clock_wires.png
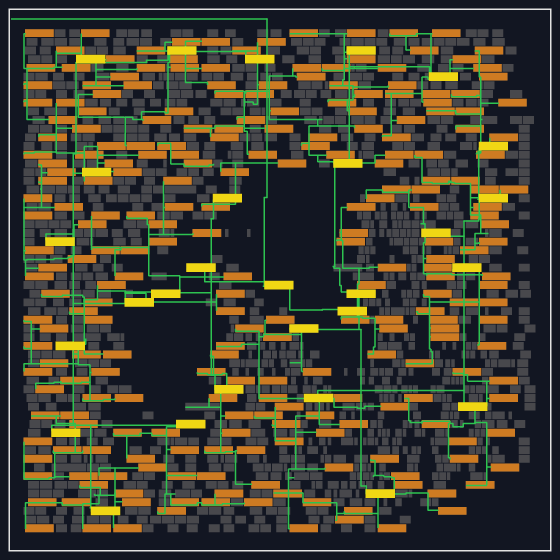
class_map.png
Scale bar: 50 um. Fill, decap, tap and diode cells in gray.
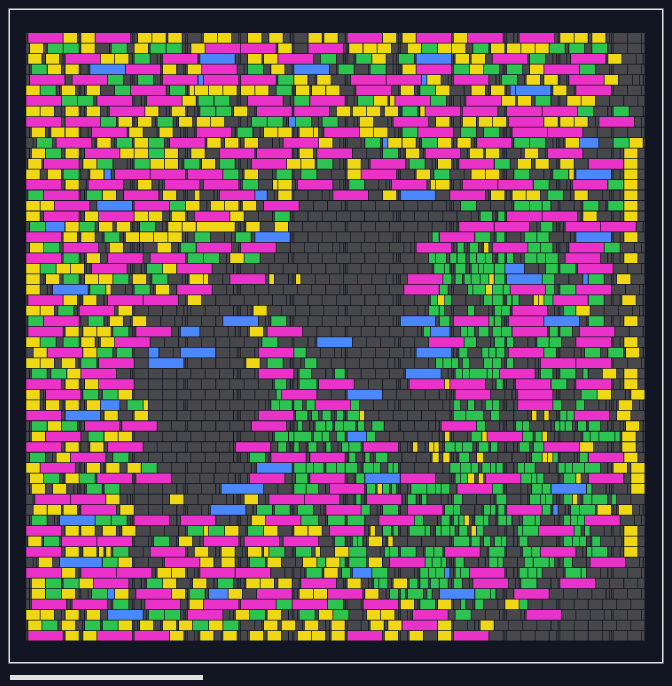
[config.mk]
export PLATFORM = sky130hd
export DESIGN_NAME = lorenz_step_ctrl
export DESIGN_NICKNAME = d
export VERILOG_FILES = /design/src/rtl/lorenz_pkg.sv /design/src/rtl/lorenz_step_ctrl_step_timer.sv /design/src/rtl/lorenz_step_ctrl.sv
export SDC_FILE = /design/constraint.sdc
export NUM_CORES = 1
export LEC_CHECK = 0
export CORE_MARGIN = 4
export CORE_UTILIZATION = 41
export DETAILED_ROUTE_END_ITERATION = 8
export GPL_TIMING_DRIVEN = 0
export HOLD_SLACK_MARGIN = 0.1
export PLACE_DENSITY = 0.78
export SYNTH_ARGS = -nofsm -noshare
export SYNTH_HDL_FRONTEND = slang
export SYNTH_SLANG_ARGS = --single-unit
[constraint.sdc]
create_clock -name clk -period 8.58 [get_ports clk]
set_input_delay 1.287 -clock clk [delete_from_list [all_inputs] [get_ports clk]]
set_output_delay 1.287 -clock clk [all_outputs]
set_load 0.02 [all_outputs]
[src/rtl/lorenz_pkg.sv]
// Shared types for the Lorenz integrator bank and its step controller.
package lorenz_pkg;

    localparam int WIDTH = 27;
    localparam int FRAC  = 20;

    typedef logic signed [WIDTH-1:0] fixed_t;

    typedef struct packed {
        fixed_t x;
        fixed_t y;
        fixed_t z;
    } xyz_t;

    typedef enum logic [1:0] {
        ST_IDLE = 2'd0,
        ST_LOAD = 2'd1,
        ST_RUN  = 2'd2
    } ctrl_state_e;

endpackage

[src/rtl/lorenz_step_ctrl_step_timer.sv]
// Step pacing counters: div_cnt counts cycles inside one step period,
// dec_cnt counts steps inside one sample period.
module step_timer #(
    parameter int DIV_W = 16,
    parameter int DEC_W = 8
) (
    input  logic             clk,
    input  logic             reset,
    input  logic             clear_i,
    input  logic             adv_i,
    input  logic             step_i,
    input  logic [DIV_W-1:0] cfg_div_i,
    input  logic [DEC_W-1:0] cfg_dec_i,
    output logic             div_term_o,
    output logic             smp_step_o
);

    logic [DIV_W-1:0] div_cnt_q;
    logic [DIV_W-1:0] div_cnt_d;
    logic [DEC_W-1:0] dec_cnt_q;
    logic [DEC_W-1:0] dec_cnt_d;

    assign div_term_o = (div_cnt_q == cfg_div_i);
    assign smp_step_o = (dec_cnt_q == cfg_dec_i);

    // Next-state for the pacing counters; a stalled terminal count simply holds.
    always_comb begin
        div_cnt_d = div_cnt_q;
        dec_cnt_d = dec_cnt_q;
        if (clear_i) begin
            div_cnt_d = {DIV_W{1'b0}};
            dec_cnt_d = {DEC_W{1'b0}};
        end else if (step_i) begin
            div_cnt_d = {DIV_W{1'b0}};
            if (smp_step_o) begin
                dec_cnt_d = {DEC_W{1'b0}};
            end else begin
                dec_cnt_d = dec_cnt_q + DEC_W'(1);
            end
        end else if (adv_i && !div_term_o) begin
            div_cnt_d = div_cnt_q + DIV_W'(1);
        end else begin
            div_cnt_d = div_cnt_q;
        end
    end

    // Counter registers.
    always_ff @(posedge clk or posedge reset) begin
        if (reset) begin
            div_cnt_q <= {DIV_W{1'b0}};
            dec_cnt_q <= {DEC_W{1'b0}};
        end else begin
            div_cnt_q <= div_cnt_d;
            dec_cnt_q <= dec_cnt_d;
        end
    end

endmodule

[src/rtl/lorenz_step_ctrl.sv]
// Sequencing controller for the Lorenz integrator bank: config handshake,
// integrator load, paced Euler step enables and decimated state capture.
module lorenz_step_ctrl #(
    parameter int WIDTH = 27,
    parameter int DIV_W = 16,
    parameter int DEC_W = 8
) (
    input  logic             clk,
    input  logic             reset,
    input  logic             cfg_valid,
    output logic             cfg_ready,
    input  logic [WIDTH-1:0] cfg_init_x,
    input  logic [WIDTH-1:0] cfg_init_y,
    input  logic [WIDTH-1:0] cfg_init_z,
    input  logic [DIV_W-1:0] cfg_div,
    input  logic [DEC_W-1:0] cfg_dec,
    input  logic             run,
    input  logic [WIDTH-1:0] state_x,
    input  logic [WIDTH-1:0] state_y,
    input  logic [WIDTH-1:0] state_z,
    output logic             int_load,
    output logic [WIDTH-1:0] int_init_x,
    output logic [WIDTH-1:0] int_init_y,
    output logic [WIDTH-1:0] int_init_z,
    output logic             int_step,
    output logic             smp_valid,
    input  logic             smp_ready,
    output logic [WIDTH-1:0] smp_x,
    output logic [WIDTH-1:0] smp_y,
    output logic [WIDTH-1:0] smp_z,
    output logic [31:0]      step_count,
    output logic             busy
);

    lorenz_pkg::ctrl_state_e state_q, state_d;
    logic             loaded_q, loaded_d;
    logic [WIDTH-1:0] init_x_q, init_x_d;
    logic [WIDTH-1:0] init_y_q, init_y_d;
    logic [WIDTH-1:0] init_z_q, init_z_d;
    logic [DIV_W-1:0] div_q, div_d;
    logic [DEC_W-1:0] dec_q, dec_d;
    logic             cap_pend_q, cap_pend_d;
    logic             smp_valid_q, smp_valid_d;
    logic [WIDTH-1:0] smp_x_q, smp_x_d;
    logic [WIDTH-1:0] smp_y_q, smp_y_d;
    logic [WIDTH-1:0] smp_z_q, smp_z_d;
    logic [31:0]      step_count_q, step_count_d;

    logic in_idle_s, in_load_s, in_run_s;
    logic adv_s, div_term_s, smp_step_s, stall_s, step_s, cfg_hs_s;

    assign in_idle_s = (state_q == lorenz_pkg::ST_IDLE);
    assign in_load_s = (state_q == lorenz_pkg::ST_LOAD);
    assign in_run_s  = (state_q == lorenz_pkg::ST_RUN);
    assign adv_s     = in_run_s & run;
    assign cfg_hs_s  = in_idle_s & cfg_valid;

    // A sample step may not fire while the previous sample is still being
    // captured or is still waiting on the downstream consumer.
    assign stall_s = smp_step_s & (cap_pend_q | (smp_valid_q & ~smp_ready));
    assign step_s  = adv_s & div_term_s & ~stall_s;

    step_timer #(
        .DIV_W (DIV_W),
        .DEC_W (DEC_W)
    ) u_timer (
        .clk        (clk),
        .reset      (reset),
        .clear_i    (in_load_s),
        .adv_i      (adv_s),
        .step_i     (step_s),
        .cfg_div_i  (div_q),
        .cfg_dec_i  (dec_q),
        .div_term_o (div_term_s),
        .smp_step_o (smp_step_s)
    );

    // FSM, config latch, step counter and capture next-state.
    always_comb begin
        state_d      = state_q;
        loaded_d     = loaded_q;
        init_x_d     = init_x_q;
        init_y_d     = init_y_q;
        init_z_d     = init_z_q;
        div_d        = div_q;
        dec_d        = dec_q;
        cap_pend_d   = cap_pend_q;
        smp_valid_d  = smp_valid_q;
        smp_x_d      = smp_x_q;
        smp_y_d      = smp_y_q;
        smp_z_d      = smp_z_q;
        step_count_d = step_count_q;

        case (state_q)
            lorenz_pkg::ST_IDLE: begin
                if (cfg_hs_s) begin
                    init_x_d = cfg_init_x;
                    init_y_d = cfg_init_y;
                    init_z_d = cfg_init_z;
                    div_d    = cfg_div;
                    dec_d    = cfg_dec;
                    state_d  = lorenz_pkg::ST_LOAD;
                end else if (run && loaded_q) begin
                    state_d = lorenz_pkg::ST_RUN;
                end else begin
                    state_d = lorenz_pkg::ST_IDLE;
                end
            end
            lorenz_pkg::ST_LOAD: begin
                loaded_d = 1'b1;
                if (run) begin
                    state_d = lorenz_pkg::ST_RUN;
                end else begin
                    state_d = lorenz_pkg::ST_IDLE;
                end
            end
            lorenz_pkg::ST_RUN: begin
                if (!run) begin
                    state_d = lorenz_pkg::ST_IDLE;
                end else begin
                    state_d = lorenz_pkg::ST_RUN;
                end
            end
            default: begin
                state_d = lorenz_pkg::ST_IDLE;
            end
        endcase

        if (in_load_s) begin
            step_count_d = 32'd0;
            cap_pend_d   = 1'b0;
            smp_valid_d  = 1'b0;
        end else begin
            if (step_s) begin
                step_count_d = step_count_q + 32'd1;
            end else begin
                step_count_d = step_count_q;
            end
            // Capture takes priority over the consumer's acknowledge.
            if (cap_pend_q) begin
                smp_x_d     = state_x;
                smp_y_d     = state_y;
                smp_z_d     = state_z;
                smp_valid_d = 1'b1;
            end else if (smp_valid_q && smp_ready) begin
                smp_valid_d = 1'b0;
            end else begin
                smp_valid_d = smp_valid_q;
            end
            cap_pend_d = step_s & smp_step_s;
        end
    end

    // State registers.
    always_ff @(posedge clk or posedge reset) begin
        if (reset) begin
            state_q      <= lorenz_pkg::ST_IDLE;
            loaded_q     <= 1'b0;
            init_x_q     <= {WIDTH{1'b0}};
            init_y_q     <= {WIDTH{1'b0}};
            init_z_q     <= {WIDTH{1'b0}};
            div_q        <= {DIV_W{1'b0}};
            dec_q        <= {DEC_W{1'b0}};
            cap_pend_q   <= 1'b0;
            smp_valid_q  <= 1'b0;
            smp_x_q      <= {WIDTH{1'b0}};
            smp_y_q      <= {WIDTH{1'b0}};
            smp_z_q      <= {WIDTH{1'b0}};
            step_count_q <= 32'd0;
        end else begin
            state_q      <= state_d;
            loaded_q     <= loaded_d;
            init_x_q     <= init_x_d;
            init_y_q     <= init_y_d;
            init_z_q     <= init_z_d;
            div_q        <= div_d;
            dec_q        <= dec_d;
            cap_pend_q   <= cap_pend_d;
            smp_valid_q  <= smp_valid_d;
            smp_x_q      <= smp_x_d;
            smp_y_q      <= smp_y_d;
            smp_z_q      <= smp_z_d;
            step_count_q <= step_count_d;
        end
    end

    assign cfg_ready  = in_idle_s;
    assign int_load   = in_load_s;
    assign busy       = in_run_s;
    assign int_step   = step_s;
    assign int_init_x = init_x_q;
    assign int_init_y = init_y_q;
    assign int_init_z = init_z_q;
    assign smp_valid  = smp_valid_q;
    assign smp_x      = smp_x_q;
    assign smp_y      = smp_y_q;
    assign smp_z      = smp_z_q;
    assign step_count = step_count_q;

endmodule

==> out/metrics.cfg <==
[run_status]
status = complete, no violations

[yosys]
simple_gate_share = 0.106
synthCells = 818
logic_family = multiplexers
aoi_share = 0.0402

[setup_path]
slowest_stage = clkdlybuf4s50_1
r2r_setup_slack_ns = 5.67
critPathLaunchType = input pin

[placed_design]
port_buffers = 389
gp_congestion = 0.828

[final_timing]
tightest_slew_ns = 0.972
finalCritPeriodShare = 0.529
rsz0062_at_grt = false

[cts]
htreeDepth = 1
clkTransAtPathRegs_ns = 0.06
hold_buffers = 0

[floorplanning]
io_pins = 390

[final_layout]
area_growth_pct = 50.0

[flow_run]
warnings = 33

[pwr]
seq_power_share = 0.390

Back to the opening pictures, clock_wires.png:
Green marks clock wires, length 3360 um. Yellow marks clock-net drivers, count 28. Orange marks flip-flops, count 247.
There are 29 routed clock nets.
Clock Latency Late Sink: 0.54 ns
clock skew: 0.0141 ns
part of the power in the clock network: 0.317
P_clk: 1.24 mW

Back to the opening pictures, class_map.png:
Yellow marks remaining buffers and delay cells, cells 438. Green marks remaining logic cells, cells 523. Blue marks clock drivers and dummy loads, cells 52. Magenta marks registers, cells 247.
fin area: 16000 um^2
Final Util: 0.630
Core Area: 25300 um^2
sequential share of cell area: 0.387
num rows: 58

[worst min-delay path by stage]
stage	startpoint	to	slack [ns]	cells past startpoint
2_1_floorplan	loaded_q$_DFFE_PP0P_	loaded_q$_DFFE_PP0P_	0.44	1
3_3_place_gp	loaded_q$_DFFE_PP0P_	loaded_q$_DFFE_PP0P_	0.47	1
3_5_place_dp	smp_z[2]$_DFFE_PP0P_	smp_z[2]$_DFFE_PP0P_	0.49	1
4_1_cts	int_init_z[15]$_DFFE_PP0P_	int_init_z[15]$_DFFE_PP0P_	0.51	1
5_1_grt	loaded_q$_DFFE_PP0P_	loaded_q$_DFFE_PP0P_	0.52	1
6_report	loaded_q$_DFFE_PP0P_	loaded_q$_DFFE_PP0P_	0.50	1
[cells by family (layout without fill, tap and decap cells)]
logic type,after synthesis,count (layout)
DFF,247,247
muxes,209,209
and+or+nand+nor,198,198
AOI/OAI and AO/OA,71,71
buffers and inverters,60,502
xor gates and xnor gates,26,26
adders and majority gates,7,7
other,0,3
[through the flow]
| stage | area [um^2] | cells | hold WS (ns) | util | power [mW] |
|---|---|---|---|---|---|
| finish | 16000 | 1593 | 0.502 | 0.630 | 3.90 |
| detailed placement | 15000 | 1538 | 0.495 | 0.591 | 2.69 |
| floorplan | 10600 | 818 | 0.437 | - | 2.11 |
| global route | 16000 | 1593 | 0.518 | 0.630 | 4.09 |
| global placement | 14900 | 1537 | 0.470 | 0.590 | 2.67 |
| CTS | 15900 | 1590 | 0.508 | 0.630 | 3.95 |
[layout by cell type (no fill, tap or decap), types with 21 or more instances in the layout]
cell type,instances
clkbuf_1,47
a21oi_1,30
mux2_2,187
xor2_1,24
nor2b_1,27
mux2_1,21
dfrtp_1,247
clkdlybuf4s50_1,389
nand2_1,21
nand3_1,22
nor2_1,27
clkbuf_16,29
[per-layer routing]
layer	vias up	GRT usage	share of wire	wire (um)
li1	3799	-	-	-
met1	4124	0.265	0.38	12300
met2	279	0.385	0.51	16600
met3	51	0.0659	0.080	2580
met4	2	0.0616	0.027	886
met5	-	0	0.00040	13
[Yosys cell counts, drive strengths merged]
cell    instances
o41ai           5
o21ai          13
nand3          22
inv            12
ha              7
dfrtp         247
a31o            1
mux2          208
o31ai          17
and2            6
nor3           13
buf             8
or4            15
nor4b           1
or3            10
and4            5
nor4           17
a31oi           1
a21oi          30
nor3b           2
clkbuf         40
o22ai           3
nand4b          2
nand4          15
or2             2
mux2i           1
nand3b          1
nand2          21
nor2b          27
xor2           24
nor2           27
xnor2           2
and3           12
o21bai          1
[layout make-up]
type / instances / area (um^2) / share of cell area
timing repair buffer: 390 / 3920 / 0.246
clock buffer: 45 / 876 / 0.0549
antenna: 3 / 7.51 / 0.000471
multi-input combinational: 511 / 4230 / 0.265
sequential: 247 / 6180 / 0.387
clock inverter: 7 / 91.3 / 0.00572
tap: 330 / 413 / 0.0259
inverter: 12 / 52.6 / 0.00329
buffer: 48 / 188 / 0.0118
[registers in the layout, indices dropped and copies added (netlist names), 16 cells and up]
name / cells
step_count: 32
int_init_x: 27
int_init_y: 27
int_init_z: 27
smp_x: 27
smp_y: 27
smp_z: 27
div_q: 16
u_timer.div_cnt_q: 16
Power is estimated from default activity; no workload was simulated.
